**src/rtl/wave_pkg.sv**
```systemverilog
// Shared constants for the wave RAM sequencer: state encoding and default widths.
// No logic, no latency.
// No flow control.
package wave_pkg;

  localparam int ADDR_W_DEF = 8;
  localparam int DATA_W_DEF = 9;
  localparam int DIV_W_DEF  = 16;

  typedef enum logic [1:0] {
    ST_IDLE = 2'd0,
    ST_LOAD = 2'd1,
    ST_PLAY = 2'd2
  } state_t;

endpackage

```
**src/rtl/wave_tick_div.sv**
```systemverilog
// Playback divider: one tick every div+1 enabled cycles, first tick on the first enabled cycle.
// Tick is combinational from the count register and the live div value.
// No backpressure; enable gates counting, clear re-arms the immediate first tick.
module wave_tick_div
  import wave_pkg::*;
#(
  parameter int DIV_W = DIV_W_DEF
) (
  input  logic             sys_clk,
  input  logic             rst_n,
  input  logic             enable,
  input  logic             clear,
  input  logic [DIV_W-1:0] div,
  output logic             tick
);

  logic [DIV_W-1:0] count;
  logic             armed;

  // Armed forces the tick on the first enabled cycle. >= keeps a lowered div from
  // letting the count run past it and wrap the whole counter range.
  assign tick = enable && (armed || (count >= div));

  // Count 0..div while enabled; reload 0 after each tick.
  always_ff @(posedge sys_clk or negedge rst_n) begin
    if (!rst_n) begin
      count <= '0;
      armed <= 1'b1;
    end else if (clear) begin
      count <= '0;
      armed <= 1'b1;
    end else if (tick) begin
      count <= '0;
      armed <= 1'b0;
    end else if (enable) begin
      count <= count + 1'b1;
    end
  end

endmodule

```
**src/rtl/wave_ram_seq.sv**
```systemverilog
// Wave RAM sequencer: loads samples into an external RAM, then plays them back at a divided rate.
// RAM writes are combinational from the handshake; sample appears two cycles after its tick.
// wr_ready is high only while loading; playback has no backpressure.
module wave_ram_seq
  import wave_pkg::*;
#(
  parameter int ADDR_W = ADDR_W_DEF,
  parameter int DATA_W = DATA_W_DEF,
  parameter int DIV_W  = DIV_W_DEF
) (
  input  logic              sys_clk,
  input  logic              rst_n,
  input  logic              load_start,
  input  logic [ADDR_W-1:0] load_last,
  input  logic              wr_valid,
  input  logic [DATA_W-1:0] wr_data,
  output logic              wr_ready,
  input  logic              play_en,
  input  logic [DIV_W-1:0]  div,
  output logic [ADDR_W-1:0] ram_addr,
  output logic              ram_we,
  output logic [DATA_W-1:0] ram_wdata,
  input  logic [DATA_W-1:0] ram_rdata,
  output logic [DATA_W-1:0] sample,
  output logic              sample_v,
  output logic              loaded,
  output logic [1:0]        state_o
);

  logic              rst_meta;
  logic              rst_sync_n;
  state_t            state;
  state_t            state_nxt;
  logic [ADDR_W-1:0] wr_ptr;
  logic [ADDR_W-1:0] rd_ptr;
  logic [ADDR_W-1:0] last;
  logic              rd_pend;
  logic              tick;
  logic              wr_fire;
  logic              wr_done;

  assign wr_fire = (state == ST_LOAD) && wr_valid;
  assign wr_done = wr_fire && (wr_ptr == load_last);
  assign state_o = state;

  // Two-flop reset synchroniser: assert immediately, release on the second edge.
  always_ff @(posedge sys_clk or negedge rst_n) begin
    if (!rst_n) begin
      rst_meta   <= 1'b0;
      rst_sync_n <= 1'b0;
    end else begin
      rst_meta   <= 1'b1;
      rst_sync_n <= rst_meta;
    end
  end

  // Divider runs only in PLAY and is held cleared elsewhere, so entry ticks at once.
  wave_tick_div #(
    .DIV_W (DIV_W)
  ) u_tick_div (
    .sys_clk (sys_clk),
    .rst_n   (rst_sync_n),
    .enable  (state == ST_PLAY),
    .clear   (state != ST_PLAY),
    .div     (div),
    .tick    (tick)
  );

  // State register.
  always_ff @(posedge sys_clk or negedge rst_sync_n) begin
    if (!rst_sync_n) state <= ST_IDLE;
    else             state <= state_nxt;
  end

  // Next-state logic; load_start overrides everything, including play_en.
  always_comb begin
    state_nxt = state;
    case (state)
      ST_IDLE: if (play_en && loaded) state_nxt = ST_PLAY;
      ST_LOAD: if (wr_done)           state_nxt = ST_IDLE;
      ST_PLAY: if (!play_en)          state_nxt = ST_IDLE;
      default:                        state_nxt = ST_IDLE;
    endcase
    if (load_start) state_nxt = ST_LOAD;
  end

  // RAM port and handshake outputs: write pointer while loading, read pointer while playing.
  always_comb begin
    wr_ready  = 1'b0;
    ram_we    = 1'b0;
    ram_addr  = '0;
    ram_wdata = '0;
    case (state)
      ST_LOAD: begin
        wr_ready  = 1'b1;
        ram_we    = wr_fire;
        ram_addr  = wr_ptr;
        ram_wdata = wr_fire ? wr_data : '0;
      end
      ST_PLAY: ram_addr = rd_ptr;
      default: ram_addr = '0;
    endcase
  end

  // Write pointer and load bookkeeping; a new load_start restarts from address 0.
  always_ff @(posedge sys_clk or negedge rst_sync_n) begin
    if (!rst_sync_n) begin
      wr_ptr <= '0;
      loaded <= 1'b0;
      last   <= '0;
    end else if (load_start) begin
      wr_ptr <= '0;
      loaded <= 1'b0;
    end else if (wr_done) begin
      wr_ptr <= '0;
      loaded <= 1'b1;
      last   <= load_last;
    end else if (wr_fire) begin
      wr_ptr <= wr_ptr + 1'b1;
    end
  end

  // Read pointer advances per tick, wraps at last, and sits at 0 outside PLAY.
  always_ff @(posedge sys_clk or negedge rst_sync_n) begin
    if (!rst_sync_n) begin
      rd_ptr <= '0;
    end else if (state != ST_PLAY) begin
      rd_ptr <= '0;
    end else if (tick) begin
      rd_ptr <= (rd_ptr == last) ? '0 : rd_ptr + 1'b1;
    end
  end

  // Capture read data one cycle after the tick; runs in any state so an exit-cycle read completes.
  always_ff @(posedge sys_clk or negedge rst_sync_n) begin
    if (!rst_sync_n) begin
      rd_pend  <= 1'b0;
      sample_v <= 1'b0;
      sample   <= '0;
    end else begin
      rd_pend  <= tick;
      sample_v <= rd_pend;
      if (rd_pend) sample <= ram_rdata;
    end
  end

endmodule

```
**config.mk**
```make
export PLATFORM = sky130hd
export DESIGN_NAME = wave_ram_seq
export DESIGN_NICKNAME = d
export VERILOG_FILES = /design/src/rtl/wave_pkg.sv /design/src/rtl/wave_tick_div.sv /design/src/rtl/wave_ram_seq.sv
export SDC_FILE = /design/constraint.sdc
export NUM_CORES = 1
export LEC_CHECK = 0
export CAP_MARGIN = 30
export CORE_ASPECT_RATIO = 2
export CORE_UTILIZATION = 35
export DETAILED_ROUTE_END_ITERATION = 10
export PLACE_DENSITY = 0.65
export RECOVER_POWER = 100
export SYNTH_ARGS = -nofsm -noshare
export SYNTH_HDL_FRONTEND = slang
export SYNTH_HIERARCHICAL = 1
export SYNTH_SLANG_ARGS = --single-unit
```
**constraint.sdc**
```tcl
create_clock -name sys_clk -period 1.8 [get_ports sys_clk]
set_input_delay 0.18 -clock sys_clk [delete_from_list [all_inputs] [get_ports sys_clk]]
set_output_delay 0.18 -clock sys_clk [all_outputs]
set_load 0.01 [all_outputs]
```
==> reports/qor.csv <==
stage,metric,value,unit
run_status,status,finished with violations,
run_status,violations,"DRC, setup timing",
die,row_count,50,
global_route,first_global_vias,3464,
critical_path,critPathMaxFanout,4,
critical_path,critical_path_class,reg2reg,
logic_synthesis,yosys_cells,341,
final_timing,fmax,0.408,GHz
place,io_buffers,78,
global_route,grt_start_max_net_pins,37,
final_timing,post-route-min-period,2450,ps
pwr,power.share.clock,50.0,%
critical_path,crit_path_start_kind,register,
logic_synthesis,yosysWarningCount,6,
final_layout,syn2layout_area_growth,68.6,%
pwr,power_density,646,nW/um^2
die,fp-utilization,35.9,%
clock_tree,htree_levels,3,
final_timing,finalSetupViolCount,53,
clock_tree,cts_max_path_buffers,2,
final_layout,final_layout_top_logic_cells,"buf_4 (72), dfrtp_1 (55), clkdlybuf4s50_1 (45)",
clock_tree,cts_root_buf,clkbuf_16,
critical_path,path_cells,"ha_4, nand4_1, nor3_1, or4b_4, a31oi_4, inv_4, or3_4, a21oi_2, a21o_1",
routing,wl_met1,3440,um
final_layout,utilization,60.6,%
critical_path,crit_end,rd_ptr[6],
routing,dr_wl_met2,5850,um
critical_path,endpoint_kind,register,
global_route,grt_overflow,0,
pwr,seq_power_share,36.1,%
pwr,power_switching,846,uW
logic_synthesis,synthMuxAreaShare,5.71,%
pwr,ir_drop,0.446,mV
logic_synthesis,logic_family,simple AND/OR/NAND/NOR gates,
routing,wl,10000,um
clock_tree,post-cts-setup-buffer-count,14,
pwr,p_leak,0.00263,uW
routing,via_per_inst,5.20,
critical_path,startpoint,u_tick_div/count[13],
critical_path,crit_slowest_cell,or4b_4,
die,chipArea,9990,um^2
place,place_hpwl,7120,um
final_layout,mostFrequentLayoutCell,buf_4,
critical_path,worstPathArrival,2720,ps
routing,wl_met3,340,um
clock_tree,cts_tree,yes,
routing,wl_per_cell,16.0,um
final_timing,tns,-16650,ps
clock_tree,clock-sinks,57,
clock_tree,numCtsBuffers,9,
final_timing,hold_viol_final,0,
clock_tree,cts_resized,98,
final_timing,slew_viol_final,0,
final_timing,worstMarginPinSlew,942,ps
pwr,switching_share,23.2,%
final_timing,setup_ws,-650,ps
clock_tree,clkLatencyLatePin,330,ps
logic_synthesis,ys_sh_adder,8.22,%
logic_synthesis,yosys.area_share.simple,18.7,%
logic_synthesis,ys_sh_xor,9.41,%
global_route,grt_use_total,20.2,%
run,maxCapViolCount,0,
logic_synthesis,syn_area_per_cell,9.83,um^2
routing,dr.pass1.iters,7,
routing,drc,3,
pwr,p_int,2800,uW
min_path,hold_path_class,in2async,
logic_synthesis,ys_chip_area,3350,um^2
logic_synthesis,synth_nets,410,
clock_tree,clk_pin_slew,50,ps
final_timing,finalClockSkew,4.86,ps
==> sequential cells by signal, summed over array words and instances (netlist names), 2 cells and up <==
name,flops
rd_ptr,8
wr_ptr,8
sample,9
last,8
state_o,2
u_tick_div/count,16
==> stage by stage <==
stage / setup WS (ps) / instances / power [uW] / hold slack (ps)
global placement: -915 / 581 / 1780 / 147
finish: -650 / 625 / 3650 / 82.1
detailed placement: -946 / 581 / 1790 / 152
floorplan: -631 / 341 / 1510 / -116
global route: -752 / 625 / 3780 / 76.5
CTS: -643 / 611 / 3640 / 4.18
==> critical path: cells and delay by family, from the launching register on <==
kind | cells | cell delay (ps)
AND/OR/NAND/NOR | 4 | 1150
flip-flops | 1 | 410
buffers and inverters | 1 | 70
AND-OR/OR-AND | 3 | 460
adder cells (fa/ha/maj) | 1 | 280
==> cells in the mapped netlist (all sizes together) (4+ instances only) <==
library cell / number
nor2b: 8
nand2: 25
nor3: 20
clkbuf: 7
a22o: 4
a21oi: 9
a22oi: 6
xor2: 16
nand4: 12
nand3: 15
o21ai: 9
dfrtp: 56
mux2: 17
and3: 12
inv: 28
nor2: 18
ha: 22
xnor2: 20
==> power by group through the flow <==
stage          Sequential (uW)  Combinational [uW]  Clock (uW)
2_1_floorplan             1360                 155           0
3_3_place_gp              1340                 440           0
3_5_place_dp              1340                 449           0
4_1_cts                   1320                 465        1860
5_1_grt                   1320                 548        1920
6_report                  1320                 507        1820
==> layer usage <==
metal / global-route usage, % / vias to the layer above
met3: 3.74 / 28
met2: 39.8 / 86
met4: 12.5 / 0
met5: 0 / -
li1: - / 1551
met1: 17.9 / 1587
==> layout make-up <==
type,instances,area [um^2]
clock buffers,9,225
clock inverters,7,95.1
fillers,755,3670
inverters,28,113
multi-input cells,246,2110
flip-flops and latches,57,1430
well taps,104,130
repair buffers,174,1550
==> images/met1.png <==
The bar under the picture is 20 um long. Supply wires on this layer in gray.
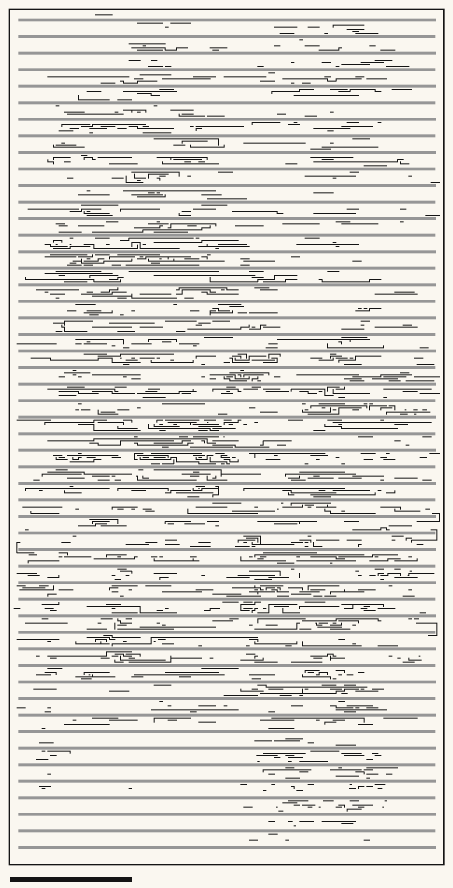
The wires run mostly horizontal. The layer carries 3440 um of wire. The layer holds 34% of the routed length. 521 nets have wire on it.
met1 Resource Use GR: 17.9%
via count: 3252

==> images/met2.png <==
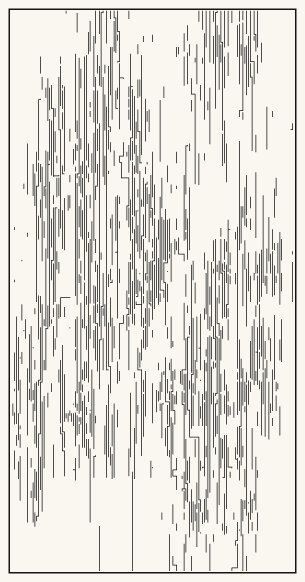
The wires run mostly vertical. The layer carries 5850 um of wire.

No activity file was given, so power comes from the tool's default toggle rates.
